$ cat config.mk
export PLATFORM = sky130hd
export DESIGN_NAME = adder_apb_regbank_flat
export DESIGN_NICKNAME = d
export VERILOG_FILES = /design/src/rtl/adder_apb_regbank_if.sv /design/src/rtl/adder_apb_regbank.sv /design/src/flat_wrapper.sv
export SDC_FILE = /design/constraint.sdc
export NUM_CORES = 1
export LEC_CHECK = 0
export CORE_ASPECT_RATIO = 0.9
export CORE_MARGIN = 2
export CORE_UTILIZATION = 42
export DETAILED_ROUTE_END_ITERATION = 10
export GPL_ROUTABILITY_DRIVEN = 0
export PLACE_DENSITY = 0.77
export SYNTH_ARGS = -nofsm -noshare
export SYNTH_HDL_FRONTEND = slang
export SYNTH_SLANG_ARGS = --single-unit
export TNS_END_PERCENT = 20
$ cat constraint.sdc
create_clock -name ACLK -period 1.6 [get_ports ACLK]
set_input_delay 0.16 -clock ACLK [delete_from_list [all_inputs] [get_ports ACLK]]
set_output_delay 0.16 -clock ACLK [all_outputs]
set_load 0.1 [all_outputs]
$ cat src/rtl/adder_apb_regbank_if.sv
// adder_apb_regbank_if: APB3 bus bundle between interconnect master and the adder register bank.
interface adder_apb_regbank_if #(
  parameter int ADDR_W = 8,
  parameter int DATA_W = 32
);
  logic              PSEL;
  logic              PENABLE;
  logic              PWRITE;
  logic [ADDR_W-1:0] PADDR;
  logic [DATA_W-1:0] PWDATA;
  logic [DATA_W-1:0] PRDATA;
  logic              PREADY;
  logic              PSLVERR;
  modport master (
    output PSEL, PENABLE, PWRITE, PADDR, PWDATA,
    input  PRDATA, PREADY, PSLVERR
  );
  modport slave (
    input  PSEL, PENABLE, PWRITE, PADDR, PWDATA,
    output PRDATA, PREADY, PSLVERR
  );
endinterface

$ cat src/rtl/adder_apb_regbank.sv
// adder_apb_regbank: APB3 register bank holding operands, START/IRQ_EN, sticky DONE and adder result.
module adder_apb_regbank #(
  parameter int DATA_W      = 32,
  parameter int ADDR_W      = 8,
  parameter int WAIT_STATES = 0
) (
  input  logic                ACLK,
  input  logic                ARST,
  adder_apb_regbank_if.slave  apb,
  input  logic                i_is_busy,
  input  logic                i_en_ctrl_write,
  input  logic                i_rst_start,
  input  logic                i_result_is_done,
  input  logic [DATA_W:0]     i_result,
  output logic                o_start,
  output logic [DATA_W-1:0]   o_op_a,
  output logic [DATA_W-1:0]   o_op_b,
  output logic                o_irq
);
  typedef enum logic [1:0] {IDLE, SETUP, ACCESS} state_t;
  state_t state, state_nx;
  logic [3:0] cnt, cnt_nx;
  logic fire, setup_ph, access_ph, counting, err, commit, wr;
  logic irq_en, done;
  logic [DATA_W:0] result;
  logic [DATA_W-1:0] rd;
  logic [2:0] idx;
  logic unused_addr;
  assign idx         = apb.PADDR[4:2];
  assign unused_addr = ^{apb.PADDR[ADDR_W-1:5], apb.PADDR[1:0]};
  assign setup_ph    = apb.PSEL & ~apb.PENABLE;
  assign access_ph   = apb.PSEL & apb.PENABLE;
  assign counting    = (state != IDLE) & access_ph & ~apb.PREADY;
  // PSLVERR is registered with PREADY, so a flagged transfer never commits
  assign commit      = access_ph & apb.PREADY & ~apb.PSLVERR;
  assign wr          = commit & apb.PWRITE;
  assign o_irq       = done & irq_en;
  always_comb begin
    state_nx = counting ? ACCESS : setup_ph ? SETUP : IDLE;
    cnt_nx   = counting ? cnt - 4'd1 : setup_ph ? 4'(WAIT_STATES) : cnt;
    fire     = counting ? (cnt == 4'd1) : setup_ph & (WAIT_STATES == 0);
  end
  always_comb begin
    err = (idx[2] & idx[1]) |
          (apb.PWRITE & ((idx == 3'd4) | (idx == 3'd5) | ((idx == 3'd1) & apb.PWDATA[0]) |
                         (i_is_busy & ((idx == 3'd0) | (idx == 3'd2) | (idx == 3'd3)))));
    rd  = (idx == 3'd0) ? {{(DATA_W-2){1'b0}}, irq_en, o_start} :
          (idx == 3'd1) ? {{(DATA_W-2){1'b0}}, done, i_is_busy} :
          (idx == 3'd2) ? o_op_a :
          (idx == 3'd3) ? o_op_b :
          (idx == 3'd4) ? result[DATA_W-1:0] :
          (idx == 3'd5) ? {{(DATA_W-1){1'b0}}, result[DATA_W]} : '0;
  end
  always_ff @(posedge ACLK) begin
    if (ARST) begin
      state       <= IDLE;
      cnt         <= '0;
      apb.PREADY  <= 1'b0;
      apb.PRDATA  <= '0;
      apb.PSLVERR <= 1'b0;
    end else begin
      state       <= state_nx;
      cnt         <= cnt_nx;
      apb.PREADY  <= fire;
      apb.PRDATA  <= (fire & ~apb.PWRITE & ~err) ? rd : '0;
      apb.PSLVERR <= fire & err;
    end
  end
  always_ff @(posedge ACLK) begin
    if (ARST) begin
      o_start <= 1'b0;
      irq_en  <= 1'b0;
      done    <= 1'b0;
      o_op_a  <= '0;
      o_op_b  <= '0;
      result  <= '0;
    end else begin
      o_start <= i_rst_start ? 1'b0 : (wr & (idx == 3'd0) & apb.PWDATA[0] & ~i_is_busy) ? 1'b1 : o_start;
      irq_en  <= (wr & (idx == 3'd0)) ? apb.PWDATA[1] : irq_en;
      o_op_a  <= (wr & (idx == 3'd2)) ? apb.PWDATA : o_op_a;
      o_op_b  <= (wr & (idx == 3'd3)) ? apb.PWDATA : o_op_b;
      done    <= i_result_is_done | (done & ~(wr & (idx == 3'd1) & apb.PWDATA[1]));
      result  <= i_en_ctrl_write ? i_result : result;
    end
  end
endmodule
$ cat src/flat_wrapper.sv
// flat-port wrapper written by rule: the top's interface ports become plain ports
module adder_apb_regbank_flat 
#(
  parameter int DATA_W      = 32,
  parameter int ADDR_W      = 8,
  parameter int WAIT_STATES = 0
)
  (ACLK, ARST, i_is_busy, i_en_ctrl_write, i_rst_start, i_result_is_done, i_result, o_start, o_op_a, o_op_b, o_irq, apb_PSEL, apb_PENABLE, apb_PWRITE, apb_PADDR, apb_PWDATA, apb_PRDATA, apb_PREADY, apb_PSLVERR);
  adder_apb_regbank_if #(.ADDR_W(ADDR_W), .DATA_W(DATA_W)) apb_i ();
  input  logic ACLK;
  input  logic ARST;
  input  logic i_is_busy;
  input  logic i_en_ctrl_write;
  input  logic i_rst_start;
  input  logic i_result_is_done;
  input  logic [DATA_W:0] i_result;
  output logic o_start;
  output logic [DATA_W-1:0] o_op_a;
  output logic [DATA_W-1:0] o_op_b;
  output logic o_irq;
  input wire logic [$bits(apb_i.PSEL)-1:0] apb_PSEL;
  input wire logic [$bits(apb_i.PENABLE)-1:0] apb_PENABLE;
  input wire logic [$bits(apb_i.PWRITE)-1:0] apb_PWRITE;
  input wire logic [$bits(apb_i.PADDR)-1:0] apb_PADDR;
  input wire logic [$bits(apb_i.PWDATA)-1:0] apb_PWDATA;
  output wire logic [$bits(apb_i.PRDATA)-1:0] apb_PRDATA;
  output wire logic [$bits(apb_i.PREADY)-1:0] apb_PREADY;
  output wire logic [$bits(apb_i.PSLVERR)-1:0] apb_PSLVERR;
  assign apb_i.PSEL = apb_PSEL;
  assign apb_i.PENABLE = apb_PENABLE;
  assign apb_i.PWRITE = apb_PWRITE;
  assign apb_i.PADDR = apb_PADDR;
  assign apb_i.PWDATA = apb_PWDATA;
  assign apb_PRDATA = apb_i.PRDATA;
  assign apb_PREADY = apb_i.PREADY;
  assign apb_PSLVERR = apb_i.PSLVERR;
  adder_apb_regbank #(.DATA_W(DATA_W), .ADDR_W(ADDR_W), .WAIT_STATES(WAIT_STATES)) u_core (.ACLK(ACLK), .ARST(ARST), .apb(apb_i), .i_is_busy(i_is_busy), .i_en_ctrl_write(i_en_ctrl_write), .i_rst_start(i_rst_start), .i_result_is_done(i_result_is_done), .i_result(i_result), .o_start(o_start), .o_op_a(o_op_a), .o_op_b(o_op_b), .o_irq(o_irq));
endmodule
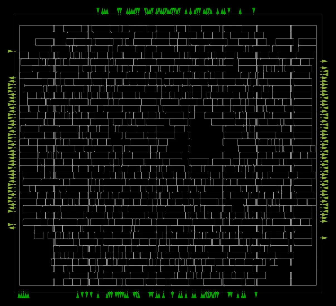
placed.png
# fillers: 836
FP Rows: 39
Flops: 140
total core area: 12800 µm²
number of well-tap cells placed: 164

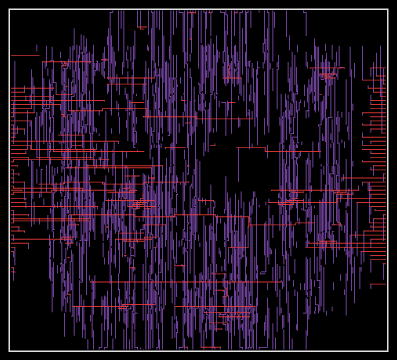
layers.png
Drawn at 3 px/µm. Only two layers are drawn.
Key: M3 = red [wire length 1610 µm]; M2 = purple [wire length 9400 µm]
global-route usage over all layers: 0.259
Routed wire per std cell: 18.6 µm

==> results.cfg <==
; synthesis and place-and-route metrics
[final_timing]
period_needed_ps = 1680
timing.hold.ws_ps = 90.8
setup_viol = 48
setup_slack_ps = -80.8
timing.final.hold_violations = 0

[critical_path]
cp-start-kind = register
critical_path.cell_chain = nand3b_1 -> buf_6 -> nor4_4 -> buf_6 -> buf_12 -> nand2_1 -> a21oi_2
ff2ff_path_depth = 7

[clock_tree]
cts_tree = yes
clock_latency_ps = 420

[place]
numPlacedInstances = 968
place.detailed.hpwl_um = 12600
placement.setup.worst_slack_ps = -352

[run_status]
violations_in_the_final_reports = negative setup slack
status = complete, but fails checks

[worst_hold_path]
timing.hold.worst.class = input pin to register

[detailed_routing]
ant_nets_after_route = 0
dr_wl_met3_um = 1610
route.final.wire_length_um = 18700
route.detailed.drc = 0

[power_and_ir_drop]
combinationalPowerShare = 0.079
power_top_consumer = the clock network
pwr.group.sequential_mw = 3.58
power.switching_mw = 1.85

[yosys]
topCombFamilyByArea = simple AND/OR/NAND/NOR gates
yosys.area_share.adder = 0.00448
yosys_cells = 636
asyncSetResetFlopFracSynth = 0
ys_area_um2 = 5590
xor_area_frac = 0.00157

[flow_run]
log.warning_count = 35

[floorplan]
die-area_um2 = 14300
fp-utilization = 0.436

[finish]
mostFrequentLayoutCell = sky130_fd_sc_hd__dfxtp_1
non_clock_inverter_count = 5
seq_area_um2 = 2820
